Design mac_sequencer_flat, sky130hd; sources not shown.
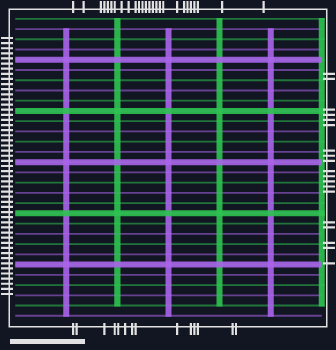
**Above:** run 1 (supply network).
Scale bar: 20 um. Pins as bars on the die edge.
Key: VSS = purple; VDD = green
5 straps on met5. 6 straps on met4. 30 met1 rails follow the rows. The core has 29 rows. 110 signal pins sit on the boundary.
Die Y-Extent: 83.9 um
Die W: 83.9 um
Peak VDD IR: 861 uV
CORE AREA: 0.00642 sq mm

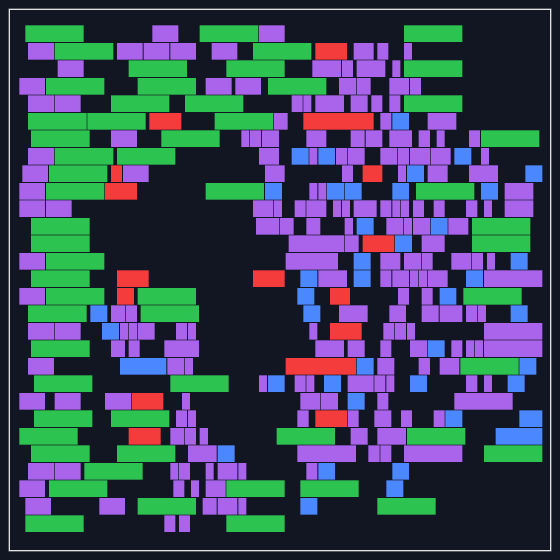
**Above:** run 1 (placement by cell class).
Key: remaining buffers and delay cells = blue [cells 42]; remaining logic cells = purple [cells 200]; clock drivers and dummy loads = red [cells 16]; registers = green [cells 57]
cell area after layout: 0.00367 sq mm
std cell rows: 29
fin util: 57.1%
Seq/total area: 38.9%

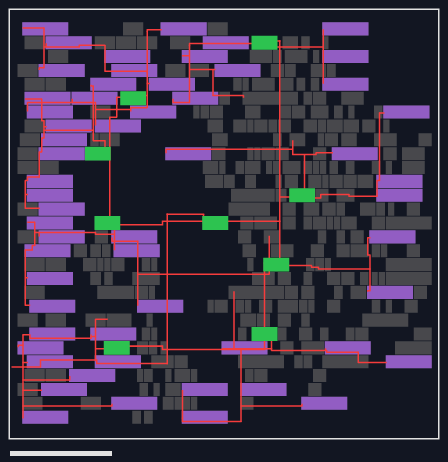
**Above:** run 1 (clock distribution).
Scale bar: 20 um.
Key: flip-flops = purple [count 57]; clock wires = red [length 844 um]; clock-net drivers = green [count 9]
There are 10 routed clock nets.
Clk pwr share: 18.2%
clk latency late pin: 0.34 ns
P_clk: 1.11 mW
skew final: 0.0109 ns

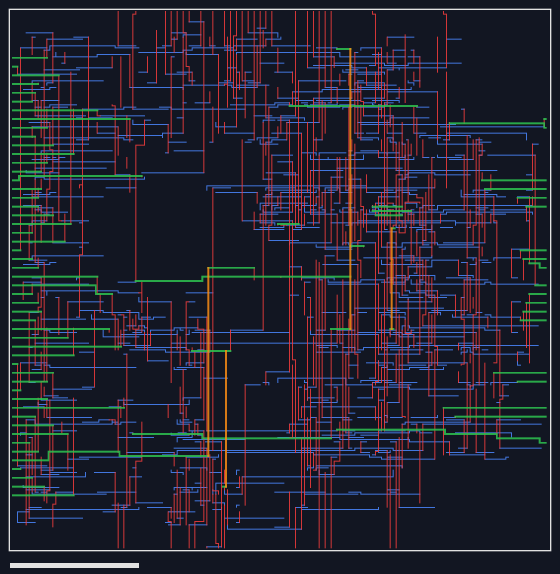
**Above:** run 1 (routed metal, one colour a layer).
Scale bar: 20 um.
Key: M3 = green [wire length 630 um]; M1 = blue [wire length 2860 um]; M4 = orange [wire length 110 um]; M2 = red [wire length 3320 um]
Avg WL per Cell: 17.6 um
gr usage total: 20.7%

==> reports/results.tsv, run 1 <==
stage	metric	value	unit
outcome	status	finished with violations	
outcome	violated checks	DRC, setup timing	
logic_synthesis	Post-synth seq share	48.3	%
place	DP Wirelength	4970	um
global_route	initial antenna violation count	0	
pwr	PwrDens	1670	mW/mm^2
worst_hold_path	hold crit path type	in -> async	
setup_path	Worst Setup Start Kind	flop	
logic_synthesis	Synth mux share	12.6	%
logic_synthesis	synth cell count leaders	dfrtp_1, mux2_2, nand2_1	
finish	share of cells above drive strength 1	34.0	%
logic_synthesis	top cells by area, synth	dfrtp_1, mux2_2, ha_1	
run	Max Cap Viol	0	
logic_synthesis	Yosys chip area	0.00295	sq mm
detailed_routing	Total Wirelength	6910	um
sta	Slew headroom	55.8	%
global_route	GR Overflow Total	0	
detailed_routing	Via density	5.66	
detailed_routing	initial DRC count	72	
sta	Final period util	102	%
place	Post-DP Area	0.00340	sq mm
logic_synthesis	YS warnings	0	
setup_path	CP Capture Type	flop	
logic_synthesis	xor/xnor share	3.85	%
die	die footprint	0.00705	sq mm
setup_path	arrival time at the worst endpoint	2.52	ns
place	Post-Place Cells	372	
die	initial core utilization	46.0	%
finish	Flop area	0.00143	sq mm
cts	TritonCTS buffer count	9	
sta	hold_ws	0.0312	ns
sta	Slew @ Worst Pin	0.661	ns
logic_synthesis	post-synthesis cell area	0.00295	sq mm
logic_synthesis	most frequent cell after synthesis	dfrtp_1	
logic_synthesis	mean post-synth cell area	11.2	sq um
place	port bufs	0	
logic_synthesis	post-synth cell types	43	
global_route	vias in the first global route	2385	
finish	Multi-input gate area	0.00157	sq mm
logic_synthesis	Logic family by area	AND-OR/OR-AND gates	
setup_path	R2R Setup Slk	-0.04	ns
sta	min cycle time layout	2.29	ns
pwr	overall power consumption	6.11	mW
finish	Non-Filler Instances	392	
setup_path	R2R depth	9	
logic_synthesis	ys flops	57	
cts	Root Driver	clkbuf_8	
sta	final hold viol count	0	
finish	# nets final	381	
pwr	cell leakage power	1.64	nW
setup_path	critical path class	reg -> reg	
cts	Max H-tree Level	3	
sta	# setup viols final	2	
cts	Clk pin slew, worst setup/hold paths	0.07	ns
finish	filler instances	542	
setup_path	CP Max Fanout	3	
logic_synthesis	yosys simple share	12.8	%
logic_synthesis	yosys cell count	264	
die	I/O Pins	110	
logic_synthesis	Post-Synth Adder-Cell Area	7.45	%
detailed_routing	Pre-antenna DRT Iters	9	
logic_synthesis	top_reg_cell synth	dfrtp_1	
cts	Sink Count	57	
detailed_routing	Residual DRC	10	
place	Final GP Congestion	0.827	
detailed_routing	Vias	2219	
logic_synthesis	syn nets	335	
logic_synthesis	Area leader share	48.3	%
finish	synth-to-layout area growth	24.2	%
sta	Fmax	436	MHz
setup_path	worst path required time	2.48	ns
sta	final worst setup slack	-0.0446	ns
global_route	largest net degree at the start of global routing	58	
logic_synthesis	Yosys top cell by area	dfrtp_1	
place	Setup WS pre-CTS	-0.314	ns
logic_synthesis	Synth Area in Compound Gates	13.4	%
logic_synthesis	Async SR Flop Fraction	100	%
run	OpenROAD warnings	29	
detailed_routing	Post-DRT Antenna Nets	0	
sta	RSZ-0062 raised after global routing	true	
logic_synthesis	Syn Inst Count	264	
sta	Final Max Slew Viols	0	
finish	antenna fix cells	0	
sta	TNS Setup	-0.0712	ns
global_route	first-pass GRT wire length	11100	um
cts	CTS max path bufs	2	
logic_synthesis	Post-synth EDFFs	0	
cts	CTS tree	done	
==> run 1: logic make-up (layout without fill, tap and decap cells) <==
kind of cell,Yosys count,in the layout
adder cells (fa/ha/maj),17,17
AND/OR/NAND/NOR,72,72
flip-flops,57,57
buffers and inverters,10,61
AND-OR/OR-AND,62,62
multiplexers,33,33
XOR/XNOR,13,13
==> run 1: final cells by class <==
class / count / area share [%]
Inverter: 3 / 0.307
Clock inverter: 6 / 2.45
Sequential cell: 57 / 38.9
Timing Repair Buffer: 42 / 9.34
Tap cell: 77 / 2.63
Clock buffer: 10 / 3.75
Multi-Input combinational cell: 197 / 42.7
==> run 1: worst max-delay path: stages, from the launching register on <==
cell and delay [ns]:
dfrtp_1 0.41, ha_4 0.19, fa_2 0.35, a211oi_2 0.27, o21bai_1 0.14, or3b_1 0.36, o211ai_1 0.12, buf_4 0.15
xor2_1 0.14, o21ai_1 0.07
==> run 1: power breakdown <==
group	switching (mW)	internal (mW)
Sequential	0.916	1.53
Clock	0.454	0.657
Combinational	1.22	1.34
Total	2.59	3.53
==> run 1: placed cells by master (no fill, tap or decap), drive strengths merged, types with 11 or more instances in the layout <==
master,netlist,routed
mux2,33,33
nor2,13,13
buf,5,41
dfrtp,57,57
ha,16,16
o21ai,25,25
a21oi,11,11
nand3,15,15
nand2,26,26
==> run 1: routing by layer <==
metal  GRT usage [%]  vias to the layer above  wire length [um]
li1                -                     1059                 -
met1            23.4                     1056              2860
met2            34.1                       94              3320
met3            9.10                       10               630
met4            8.46                        0               109
met5               0                        -                 0
==> run 1: what timing repair did <==
action	CTS	global route
gates cloned	0	0
setup buffers	2	0
setup endpoints to repair	3	5
hold endpoints to repair	0	27
hold buffers	0	2
pin swaps	7	0
gates resized	1	1
**Run 1: the clock network**

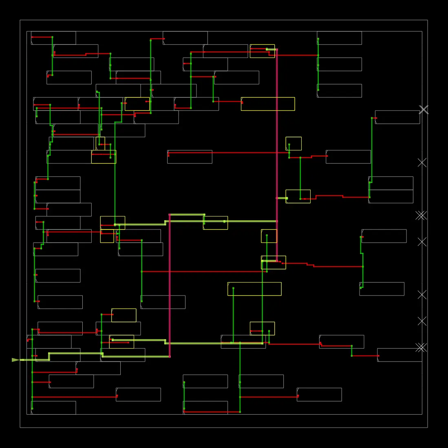

## Run 2: what changed since run 1
- CAP_MARGIN: unset -> 0
- GPL_TIMING_DRIVEN: unset -> 0
- SYNTH_HIERARCHICAL: unset -> 1
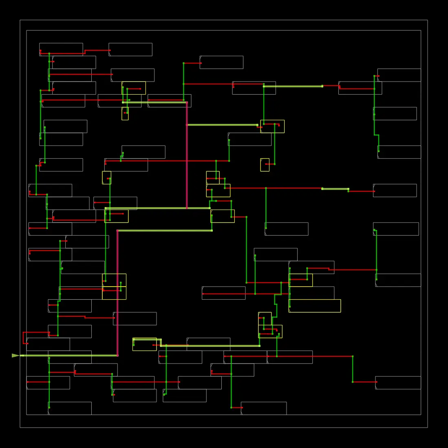
**Above:** run 2 (the clock network).
flop count: 57
skew final: 0.00844 ns

==> reports/results.tsv, run 2 <==
stage	metric	value	unit
die	die footprint	0.00748	sq mm
run	Max Cap Viol	0	
cts	Clk pin slew, worst setup/hold paths	0.07	ns
pwr	Clk pwr share	15.6	%
die	Die Y-Extent	86.5	um
logic_synthesis	mean post-synth cell area	11.7	sq um
sta	final worst setup slack	0.00808	ns
die	initial core utilization	46.0	%
cts	total setup buffers inserted after CTS	0	
place	Setup WS pre-CTS	-0.162	ns
pwr	Net Sw Frac	43.7	%
sta	# setup viols final	0	
pwr	Pint	3.46	mW
sta	Slew @ Worst Pin	0.683	ns
logic_synthesis	Yosys chip area	0.00314	sq mm
cts	CTS tree	done	
logic_synthesis	yosys cell count	269	
logic_synthesis	ys flops	57	
logic_synthesis	Async SR Flop Fraction	100	%
setup_path	slowest stage delay, CP	0.47	ns
detailed_routing	Avg WL per Cell	17.6	um
worst_hold_path	hold crit path type	in -> async	
global_route	first-pass GRT wire length	10700	um
setup_path	critical path class	reg -> reg	
setup_path	Worst path most repeated cell	o211ai_2	
setup_path	cell with the largest stage delay on the worst path	dfrtp_2	
logic_synthesis	Yosys top cell by area	dfrtp_1	
finish	most instantiated logic cells after routing	dfrtp_1, nor2_1, mux2_4	
detailed_routing	Pre-antenna DRT Iters	4	
place	Post-Place Cells	365	
setup_path	Cell Chain, Critical Path	ha_4 -> o211ai_2 -> o211ai_2 -> nand2_2 -> o31ai_4 -> mux2i_1 -> mux2_1	
die	I/O Pins	110	
global_route	largest net degree at the start of global routing	58	
cts	TritonCTS buffer count	9	
detailed_routing	Via density	5.56	
setup_path	CP Capture Type	flop	
setup_path	Crit path depth	7	
cts	clk latency late pin	0.34	ns
finish	antenna fix cells	0	
outcome	status	finished clean	
global_route	vias in the first global route	2248	
detailed_routing	Vias	2145	
pwr	combinational power share	41.7	%
cts	Max H-tree Level	3	
logic_synthesis	post-synth cell types	47	
setup_path	CP delay by family, top	AND-OR/OR-AND gates	
setup_path	R2R depth	7	
global_route	initial antenna violation count	0	
sta	RSZ-0062 raised after global routing	true	
place	DP Wirelength	4640	um
detailed_routing	Residual DRC	0	
pwr	Peak VDD IR	744	uV
finish	Commonest Layout Cell	dfrtp_1	
finish	# nets final	356	
detailed_routing	Total Wirelength	6790	um
logic_synthesis	top cells by area, synth	dfrtp_1, mux2_4, ha_1	
finish	filler instances	576	
global_route	gr usage total	19.1	%
logic_synthesis	syn nets	340	
cts	CTS max path bufs	2	
finish	synth-to-layout area growth	17.1	%
logic_synthesis	most frequent cell after synthesis	dfrtp_1	
logic_synthesis	top_reg_cell synth	dfrtp_1	
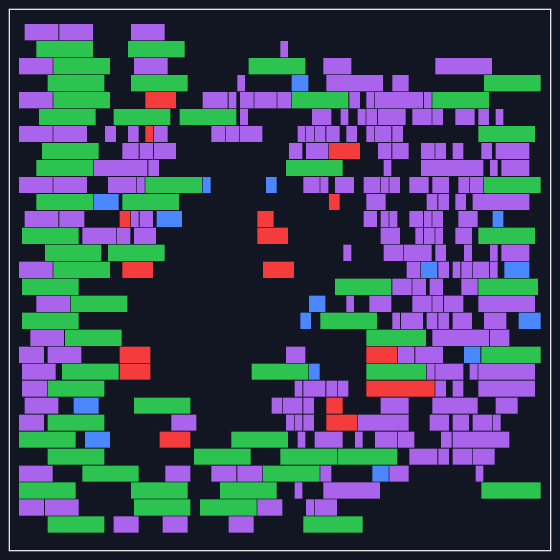
**Above:** run 2 (placement by cell class).
cell area after layout: 0.00368 sq mm
std cell rows: 30
Seq/total area: 39.0%
fin util: 53.9%
CORE AREA: 0.00683 sq mm

-- run 2: netlist changes by cell type in the layout (fill, tap and decap cells not counted), sizes merged, moves of 3 or more --
cell / change
buf: -30
nor2: +8
mux2i: +9
o21ai: -12
a21oi: +7
xor2: -7
nand3: -10
clkbuf: +4
nor3: +3
nand2: -10
xnor2: +6
and4b: +3
nand2b: +5
nand4: -4
-- run 2: area by class of cell --
type	count	area (sq um)	share of cell area, %
well taps	96	120	3.26
clock inverters	6	58.8	1.60
inverters	5	18.8	0.510
plain buffers	11	87.6	2.38
flip-flops and latches	57	1440	39.0
repair buffers	5	40.0	1.09
multi-input cells	196	1780	48.4
clock buffers	10	138	3.74
-- run 2: cell families after synthesis --
kind of cell               synth area share [%]
AOI/OAI and AO/OA                          12.9
xor gates and xnor gates                   3.34
adders and majority gates                  7.01
buffers and inverters                      3.07
DFF                                        45.4
muxes                                      17.4
and+or+nand+nor                            10.9
-- run 2: per-layer routing --
layer | part of all wire [%] | global-route usage [%] | wire length [um]
met5 | 0 | 0 | 0
met4 | 1.2 | 7.42 | 79
met3 | 8.0 | 8.10 | 541
met2 | 48 | 30.7 | 3240
met1 | 43 | 22.7 | 2930
-- run 2: power by group through the flow --
stage	clock [mW]	sequential, mW	combinational [mW]
after detailed placement	0	2.59	2.33
after global routing	1.03	2.69	2.83
after global placement	0	2.59	2.27
after CTS	0.982	2.60	2.36
final	0.958	2.62	2.56
after floorplan	0	2.47	2.00
-- run 2: metrics by stage --
stage,hold slack [ns],area [sq um]
after global placement,0.380,3330
after CTS,0.0108,3540
after floorplan,0.379,3210
after global routing,0.00535,3680
final,0.0310,3680
after detailed placement,0.380,3330
No activity file was given, so power comes from the tool's default toggle rates.
